**Run 1: drive-strength map**

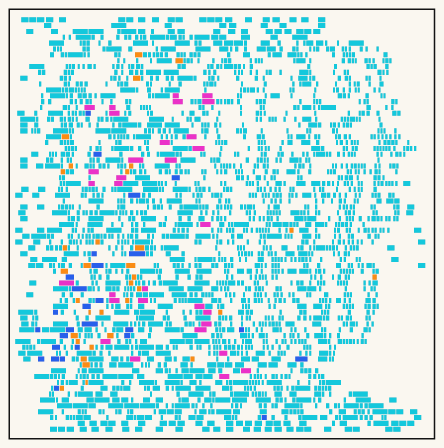
**Run 1: cell outlines without signal wires**

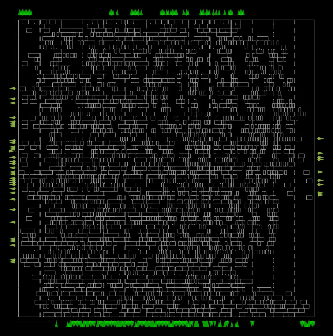
**Run 1: placement density heat map**

The die is cut into 20 by 20 equal tiles; white is low, dark blue is high, 0 to 100% covered.
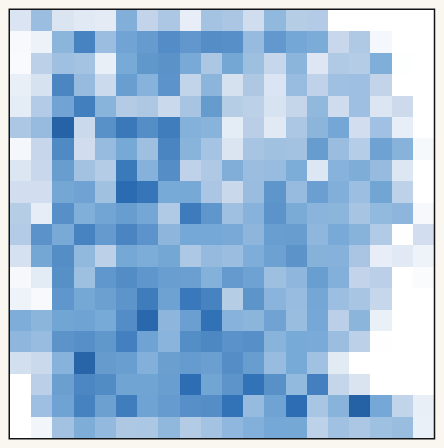
**Run 1: I/O pins on the die edge**

The bar under the picture is 50 um long. Pins as bars across the die edge, other pins in gray.
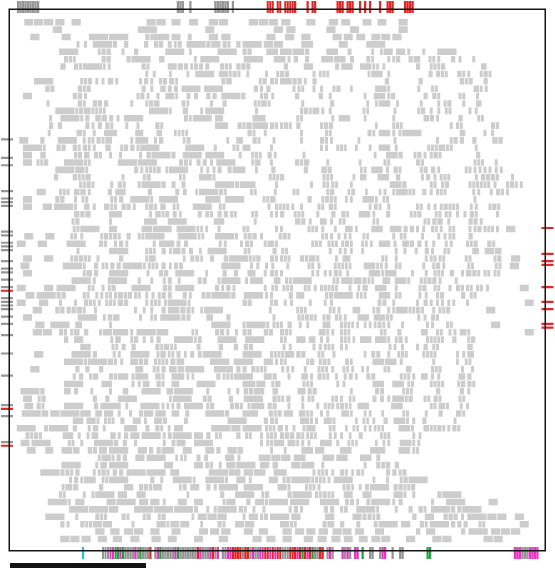
### config.mk
export PLATFORM = sky130hd
export DESIGN_NAME = fetch_unit_flat
export DESIGN_NICKNAME = d
export VERILOG_FILES = /design/src/rtl/fetch_if.sv /design/src/rtl/fetch_unit.sv /design/src/flat_wrapper.sv
export SDC_FILE = /design/constraint.sdc
export NUM_CORES = 1
export LEC_CHECK = 0
export ABC_AREA = 1
export CORE_AREA = 2 2 195 197
export CTS_BUF_LIST = sky130_fd_sc_hd__clkbuf_8
export DETAILED_ROUTE_END_ITERATION = 10
export DIE_AREA = 0 0 197 199
export SYNTH_ARGS = -nofsm -noshare
export SYNTH_HDL_FRONTEND = slang
export SYNTH_SLANG_ARGS = --single-unit
export TNS_END_PERCENT = 10
### constraint.sdc
create_clock -name clk -period 6.2 [get_ports clk]
set_input_delay 1.24 -clock clk [delete_from_list [all_inputs] [get_ports clk]]
set_output_delay 1.24 -clock clk [all_outputs]
set_load 0.1 [all_outputs]
### src/rtl/fetch_if.sv
// Fetch-stage bundle: instruction-memory port, decode-side controls and the IF/ID register outputs.
interface fetch_if #(
  parameter int unsigned ADDR_W = 64
);
  logic [ADDR_W-1:0] imem_addr;
  logic [31:0]       imem_rdata;
  logic              stall;
  logic              br_taken;
  logic              uncond_br;
  logic [ADDR_W-1:0] if_id_pc;
  logic [31:0]       if_id_instr;
  logic              if_id_valid;
  logic [10:0]       opCode;

  modport master (
    output imem_addr,
    input  imem_rdata,
    input  stall,
    input  br_taken,
    input  uncond_br,
    output if_id_pc,
    output if_id_instr,
    output if_id_valid,
    output opCode
  );

  modport slave (
    input  imem_addr,
    output imem_rdata,
    output stall,
    output br_taken,
    output uncond_br,
    input  if_id_pc,
    input  if_id_instr,
    input  if_id_valid,
    input  opCode
  );
endinterface

### src/rtl/fetch_unit.sv
// LEGv8 instruction-fetch stage: PC, IF/ID register, decode-resolved branch redirect and stall.
// Optional fetch/flush counters are enabled with the FETCH_STATS_EN macro.
module fetch_unit #(
  parameter int unsigned           ADDR_W   = 64,
  parameter logic [ADDR_W-1:0]     RESET_PC = '0
) (
  input  logic       clk,
  input  logic       reset,
  fetch_if.master    bus
`ifdef FETCH_STATS_EN
  ,
  output logic [31:0] fetch_count,
  output logic [31:0] flush_count
`endif
);

  localparam logic [31:0]       NOP     = 32'h910003FF;
  localparam logic [ADDR_W-1:0] PC_STEP = ADDR_W'(4);

  logic [ADDR_W-1:0] pc_q, pc_d;
  logic [ADDR_W-1:0] if_id_pc_q, if_id_pc_d;
  logic [31:0]       if_id_instr_q, if_id_instr_d;
  logic              if_id_valid_q, if_id_valid_d;
  logic [ADDR_W-1:0] br_offset;
  logic [ADDR_W-1:0] br_target;
  logic              redirect;
  logic              load_valid;

  // Branch target from the instruction held in IF/ID; a squashed slot never redirects.
  always_comb begin
    br_offset = bus.uncond_br
              ? {{(ADDR_W-26){if_id_instr_q[25]}}, if_id_instr_q[25:0]}
              : {{(ADDR_W-19){if_id_instr_q[23]}}, if_id_instr_q[23:5]};
    br_target = if_id_pc_q + {br_offset[ADDR_W-3:0], 2'b00};
    redirect  = bus.br_taken && if_id_valid_q && !bus.stall;
    load_valid = !bus.stall && !redirect;
  end

  always_comb begin
    pc_d          = pc_q;
    if_id_pc_d    = if_id_pc_q;
    if_id_instr_d = if_id_instr_q;
    if_id_valid_d = if_id_valid_q;
    if (redirect) begin
      pc_d          = br_target;
      if_id_pc_d    = pc_q;
      if_id_instr_d = NOP;
      if_id_valid_d = 1'b0;
    end else if (load_valid) begin
      pc_d          = pc_q + PC_STEP;
      if_id_pc_d    = pc_q;
      if_id_instr_d = bus.imem_rdata;
      if_id_valid_d = 1'b1;
    end
  end

  always_ff @(posedge clk) begin
    if (reset) begin
      pc_q          <= RESET_PC;
      if_id_pc_q    <= '0;
      if_id_instr_q <= NOP;
      if_id_valid_q <= 1'b0;
    end else begin
      pc_q          <= pc_d;
      if_id_pc_q    <= if_id_pc_d;
      if_id_instr_q <= if_id_instr_d;
      if_id_valid_q <= if_id_valid_d;
    end
  end

  assign bus.imem_addr   = pc_q;
  assign bus.if_id_pc    = if_id_pc_q;
  assign bus.if_id_instr = if_id_instr_q;
  assign bus.if_id_valid = if_id_valid_q;
  assign bus.opCode      = if_id_instr_q[31:21];

`ifdef FETCH_STATS_EN
  logic [31:0] fetch_count_q, fetch_count_d;
  logic [31:0] flush_count_q, flush_count_d;

  // Saturating event counters; a stall produces neither event so both hold.
  always_comb begin
    fetch_count_d = fetch_count_q;
    flush_count_d = flush_count_q;
    if (load_valid && (fetch_count_q != 32'hFFFFFFFF)) fetch_count_d = fetch_count_q + 32'd1;
    if (redirect && (flush_count_q != 32'hFFFFFFFF))   flush_count_d = flush_count_q + 32'd1;
  end

  always_ff @(posedge clk) begin
    if (reset) begin
      fetch_count_q <= '0;
      flush_count_q <= '0;
    end else begin
      fetch_count_q <= fetch_count_d;
      flush_count_q <= flush_count_d;
    end
  end

  assign fetch_count = fetch_count_q;
  assign flush_count = flush_count_q;
`endif

endmodule

### src/flat_wrapper.sv
// flat-port wrapper written by rule: the top's interface ports become plain ports
module fetch_unit_flat 
#(
  parameter int unsigned           ADDR_W   = 64,
  parameter logic [ADDR_W-1:0]     RESET_PC = '0
)
  (clk, reset, bus_imem_addr, bus_imem_rdata, bus_stall, bus_br_taken, bus_uncond_br, bus_if_id_pc, bus_if_id_instr, bus_if_id_valid, bus_opCode);
  fetch_if #(.ADDR_W(ADDR_W)) bus_i ();
  input  logic clk;
  input  logic reset;
  output wire logic [$bits(bus_i.imem_addr)-1:0] bus_imem_addr;
  input wire logic [$bits(bus_i.imem_rdata)-1:0] bus_imem_rdata;
  input wire logic [$bits(bus_i.stall)-1:0] bus_stall;
  input wire logic [$bits(bus_i.br_taken)-1:0] bus_br_taken;
  input wire logic [$bits(bus_i.uncond_br)-1:0] bus_uncond_br;
  output wire logic [$bits(bus_i.if_id_pc)-1:0] bus_if_id_pc;
  output wire logic [$bits(bus_i.if_id_instr)-1:0] bus_if_id_instr;
  output wire logic [$bits(bus_i.if_id_valid)-1:0] bus_if_id_valid;
  output wire logic [$bits(bus_i.opCode)-1:0] bus_opCode;
  assign bus_imem_addr = bus_i.imem_addr;
  assign bus_i.imem_rdata = bus_imem_rdata;
  assign bus_i.stall = bus_stall;
  assign bus_i.br_taken = bus_br_taken;
  assign bus_i.uncond_br = bus_uncond_br;
  assign bus_if_id_pc = bus_i.if_id_pc;
  assign bus_if_id_instr = bus_i.if_id_instr;
  assign bus_if_id_valid = bus_i.if_id_valid;
  assign bus_opCode = bus_i.opCode;
  fetch_unit #(.ADDR_W(ADDR_W), .RESET_PC(RESET_PC)) u_core (.clk(clk), .reset(reset), .bus(bus_i));
endmodule
==> changes_impl.md, run 1 <==
### Physical design

* FF+latch count, synth at 161
* Ys async rst share at 0%
* Sequential cell area at 3220 um^2
* WL per Instance at 19.7 um
* Most frequent cells after synthesis: nand2_1 (726), inv_1 (356), nor2_1 (173)
* Largest fanout on the critical path at 37
* Met1 Use GR at 43.7%
* H-Tree Depth at 4
* HP Class: flop to flop
* Ports at 209
* Synthesis area per yosys at 12,900 um^2
* Top cells by area: dfxtp_1 (25%), nand2_1 (21%), inv_1 (10%), a21oi_1 (6.6%), nand3_1 (6.6%)
* CTS tree: built
* First-pass iteration count of the detailed router at 6
* Gate Area at 8050 um^2
* Non-filler cells, final at 2,882
* Met2 wire length at 23,700 um
* First-pass GRT wire length at 84,300 um
* Status: complete, no violations
* Max rail drop VDD at 0.129 mV
* Post-CTS Resized at 0
* Met3 Use GR at 3.22%
* Static leakage at 7.69 nW
* Placed Cells at 2,850
* Critical Path End: u_core.bus.imem_addr[52]
* Setup Buffers After CTS at 0
* Setup crit start: bus_uncond_br
* Final HPWL DP at 46,500 um
* Final setup TNS at 0 ps
* Met1 wire length at 27,300 um
* Post-synthesis cell count from yosys at 2,224
* Layer with the highest usage: met1
* Reg2reg end: u_core.bus.imem_addr[52]
* Tool warning count at 28
* Clock-pin slew on the worst setup and hold paths at 110 ps
Notes on 'drive-strength map' above:
[blue] drive 3 to 4 | cells: 27 | share: 1.1%
[magenta] drive 6 and up | cells: 31 | share: 1.3% | most used: clkbuf_8
[orange] drive 2 | cells: 33 | share: 1.4% | most used: nor2_2
[cyan] drive 1 or less | cells: 2,317 | share: 96% | most used: nand2_1
final worst setup slack: 1410 ps
Layout area overhead: 22.2%
Design Area, Final: 15,800 um^2
Repair and plain buffers: 215

Notes on 'cell outlines without signal wires' above:
core footprint: 37,100 um^2
Tapcells: 474
# fillers: 4,067
Seq area share: 20.5%

Notes on 'placement density heat map' above:
emptiest ninth of the die: upper right
tiles over 75% full: 1.8%
nearly empty tiles: 8.5%
fullest tile: 80%
densest ninth of the die: bottom center

Notes on 'I/O pins on the die edge' above:
[red] bus_if_id_pc | pins: 64 | direction: output | edge: 30 top, 22 bottom, 9 right, 3 left
[cyan] clk | pins: 1 | direction: input | edge: bottom
[magenta] bus_if_id_instr | pins: 32 | direction: output | edge: bottom
[green] bus_opCode | pins: 11 | direction: output | edge: bottom
all pins by edge: 118 bottom, 50 top, 32 left, 9 right
Port Buffer Count: 208
die width: 197 um
Die Span Y: 199 um

==> run 1: power by group <==
part / internal (mW) / switching, mW
Combinational: 0.253 / 0.797
Sequential: 1.09 / 0.0833
Clock: 0.304 / 0.504
Total: 1.64 / 1.38
==> run 1: placed cells by master (no fill, tap or decap), types with 15 or more instances in the layout <==
cell type / Yosys / final
clkbuf_8: 0 / 17
nand4_1: 30 / 30
nor3_1: 27 / 27
nand3_1: 170 / 170
nor2_1: 173 / 171
o21ai_0: 160 / 159
xor2_1: 15 / 15
a21oi_1: 170 / 170
inv_1: 356 / 356
clkdlybuf4s50_1: 0 / 208
nand2_1: 726 / 726
dfxtp_1: 161 / 161
ha_1: 62 / 62
==> run 1: cell type report <==
cell class	instances	area share [%]
inverter	360	8.61
sequential	161	20.5
clock inverter	15	1.06
timing repair buffer	215	13.5
tap	474	3.76
multi-input combinational	1640	51.1
clock buffer	17	1.49
==> run 1: cells by family (layout without fill, tap and decap cells) <==
| logic type | after synthesis | after routing | synth area share (%) |
|---|---|---|---|
| AND/OR/NAND/NOR | 1196 | 1196 | 40.1 |
| flip-flops | 161 | 161 | 25.0 |
| AND-OR/OR-AND | 365 | 365 | 14.8 |
| XOR/XNOR | 16 | 16 | 1.09 |
| buffers and inverters | 423 | 607 | 12.8 |
| adder cells (fa/ha/maj) | 63 | 63 | 6.17 |
==> run 1: critical path, cell delays in order <==
cell	delay (ps)
clkdlybuf4s50_1	450
buf_4	270
inv_1	240
o21ai_4	890
ha_1	400
nand2_1	190
nor2_1	210
inv_1	90
nor4_1	430
nand3_1	260
nand3_1	120
nand2_1	50
nand3_1	200
nand2_1	80
==> run 1: state kept, by name, indices dropped and copies added (netlist names) <==
name,count
u_core.bus.if_id_instr,32
u_core.bus.if_id_pc,64
u_core.bus.if_id_valid,1
u_core.bus.imem_addr,64
==> run 2, diff against run 1 <==
==> constraint.sdc (replaced) <==
create_clock -name clk -period 3.95 [get_ports clk]
set_input_delay 0.79 -clock clk [delete_from_list [all_inputs] [get_ports clk]]
set_output_delay 0.79 -clock clk [all_outputs]
set_load 0.1 [all_outputs]
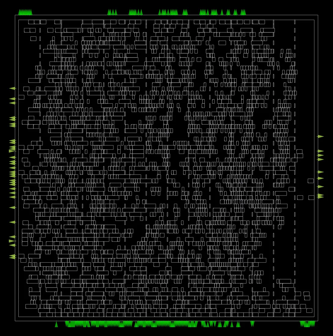
**Above:** run 2 (cell outlines without signal wires).
Seq area share: 20.0%
Util after Layout: 43.4%

==> run 2 against run 1 <==
Compared with the run above:
- hold slack improved by 3.6 ps
- design area grew 2.2%
- final cell count increased by 1.5%
- non-clock buffer count increased by 42
- wire length grew 3.4%
==> changes_impl.md, run 2 <==
### Physical design

* H-Tree Depth at 4 (unchanged)
* Most frequent cells after synthesis: nand2_1 (726), inv_1 (356), nor2_1 (173)
* Non-filler cells, final at 2,924 (+1.5%)
* Gate power share at 35.1% (+0.4 points)
* Worst path bufs/invs at 4 (unchanged)
* Post-synthesis cell count from yosys at 2,224 (unchanged)
* Final setup TNS at 0 ps (unchanged)
* Design Area, Final at 16,100 um^2 (+2.2%)
* Max incr delay on CP at 510 ps (-380 ps)
* Clock power frac at 27.7% (+1.0 points)
* Placed Cells at 2,892 (+1.5%)
* Static leakage at 7.92 nW (+3.1%)
* Post-CTS Resized at 0 (unchanged)
* Final HPWL DP at 48,400 um (+4.1%)
* CTS tree: built
* Multiplexer share at 0% (unchanged)
* Yosys simple share at 40.1% (unchanged)
* FF+latch count, synth at 161 (unchanged)
* WP depth at 15 (+1)
* Most frequent logic cell in the layout: nand2_1
* Pint at 2.71 mW (+65%)
* Clock-pin slew on the worst setup and hold paths at 100 ps (about the same)
* Die width at 197 um (unchanged)
* Critical Path End: u_core.bus.imem_addr[52]
* Cell family with most CP delay: simple AND/OR/NAND/NOR gates
* Setup crit start: bus_uncond_br
* XOR-XNOR Cells, Area Fraction at 1.09% (unchanged)
* Status: complete, no violations
* Most frequent cells in the layout: nand2_1 (726), inv_1 (356), clkdlybuf4s50_1 (208), nor2_1 (171)
* Setup Buffers After CTS at 0 (unchanged)
* Sw Pwr at 2.20 mW (+59%)
* Layout area overhead at 24.9%
* Tool warning count at 28 (unchanged)
* Top cells by area: dfxtp_1 (25%), nand2_1 (21%), inv_1 (10%), a21oi_1 (6.6%), nand3_1 (6.6%)
* Part of the power in registers at 37.2% (-1.4 points)
* Most used cell along the critical path: nand2_1
* Reg2reg end: u_core.bus.imem_addr[56]
* First-pass iteration count of the detailed router at 6 (unchanged)
* Max rail drop VDD at 0.211 mV (+63%)
* Ports at 209 (unchanged)
* Ys async rst share at 0% (unchanged)
* Largest fanout on the critical path at 37 (unchanged)
* Synthesis area per yosys at 12,900 um^2 (unchanged)
* Crit-path cells: clkdlybuf4s50_1, inv_1, nand2_1, o21ai_2, buf_12, ha_1, nand2_1, nor2_1, inv_1, nor4_1, nand3_1, nand3_1, nand2_1, nand3_1, nand2_1
* Compound Share, Synth at 14.8% (unchanged)
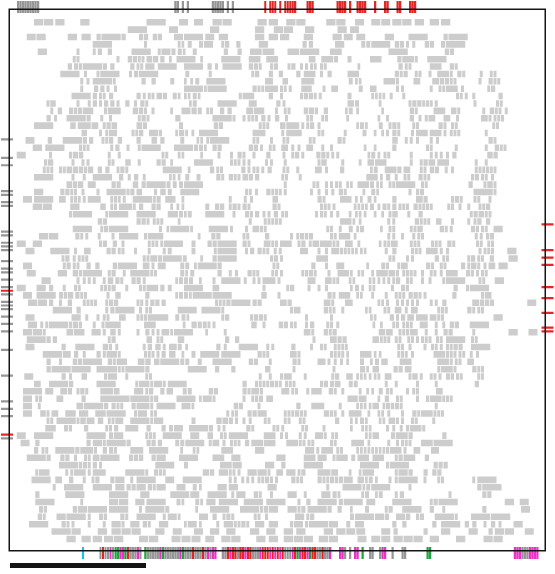
**Above:** run 2 (I/O pins on the die edge).
The bar under the picture is 50 um long. Pins as bars across the die edge, other pins in gray.

## run 2: per-stage QoR
| stage | hold WS (ps) | power [mW] | setup WS (ps) |
|---|---|---|---|
| after floorplan | 899 | 3.00 | 426 |
| after global placement | 455 | 3.56 | -11.9 |
| after detailed placement | 467 | 3.56 | -10.2 |
| after CTS | 484 | 4.90 | 526 |
| after global routing | 515 | 5.08 | 206 |
| final | 477 | 4.91 | 398 |
## run 2: power groups by stage
stage / Sequential (mW) / Clock, mW / Combinational (mW)
after floorplan: 2.38 / 0 / 0.612
after global placement: 1.86 / 0 / 1.70
after detailed placement: 1.86 / 0 / 1.70
final: 1.83 / 1.36 / 1.72
after CTS: 1.82 / 1.37 / 1.71
after global routing: 1.83 / 1.43 / 1.82
## run 2: final cells by class
class	instances	area, um^2	area share [%]
multi-input cells	1640	8040	49.9
inverters	360	1360	8.42
clock buffers	19	262	1.62
flip-flops and latches	161	3220	20.0
clock inverters	13	148	0.917
repair buffers	257	2490	15.4
well taps	474	593	3.68
## run 2: cells by family after synthesis
logic type | Yosys count
AND/OR/NAND/NOR | 1196
adder cells (fa/ha/maj) | 63
flip-flops | 161
AND-OR/OR-AND | 365
XOR/XNOR | 16
buffers and inverters | 423
## run 2: routing by layer
metal	global-route usage (%)	up-vias	wire, um
met3	5.32	47	4970
li1	-	7531	-
met4	6.24	2	805
met5	0	-	13
met1	44.9	7121	28500
met2	44.1	573	24300
## run 2: worst reg2reg max path, cell delays in order (launching register included)
cell,delay [ps]
dfxtp_1,430
nand2_1,190
o21ai_2,130
buf_12,230
ha_1,390
a21oi_1,290
o21ai_0,200
a21oi_1,240
nand2_1,90
a21oi_1,290
nand3_1,120
nand3_1,240
nand2_1,110
Power figures rest on the tool's default switching activity, not on a simulated workload.
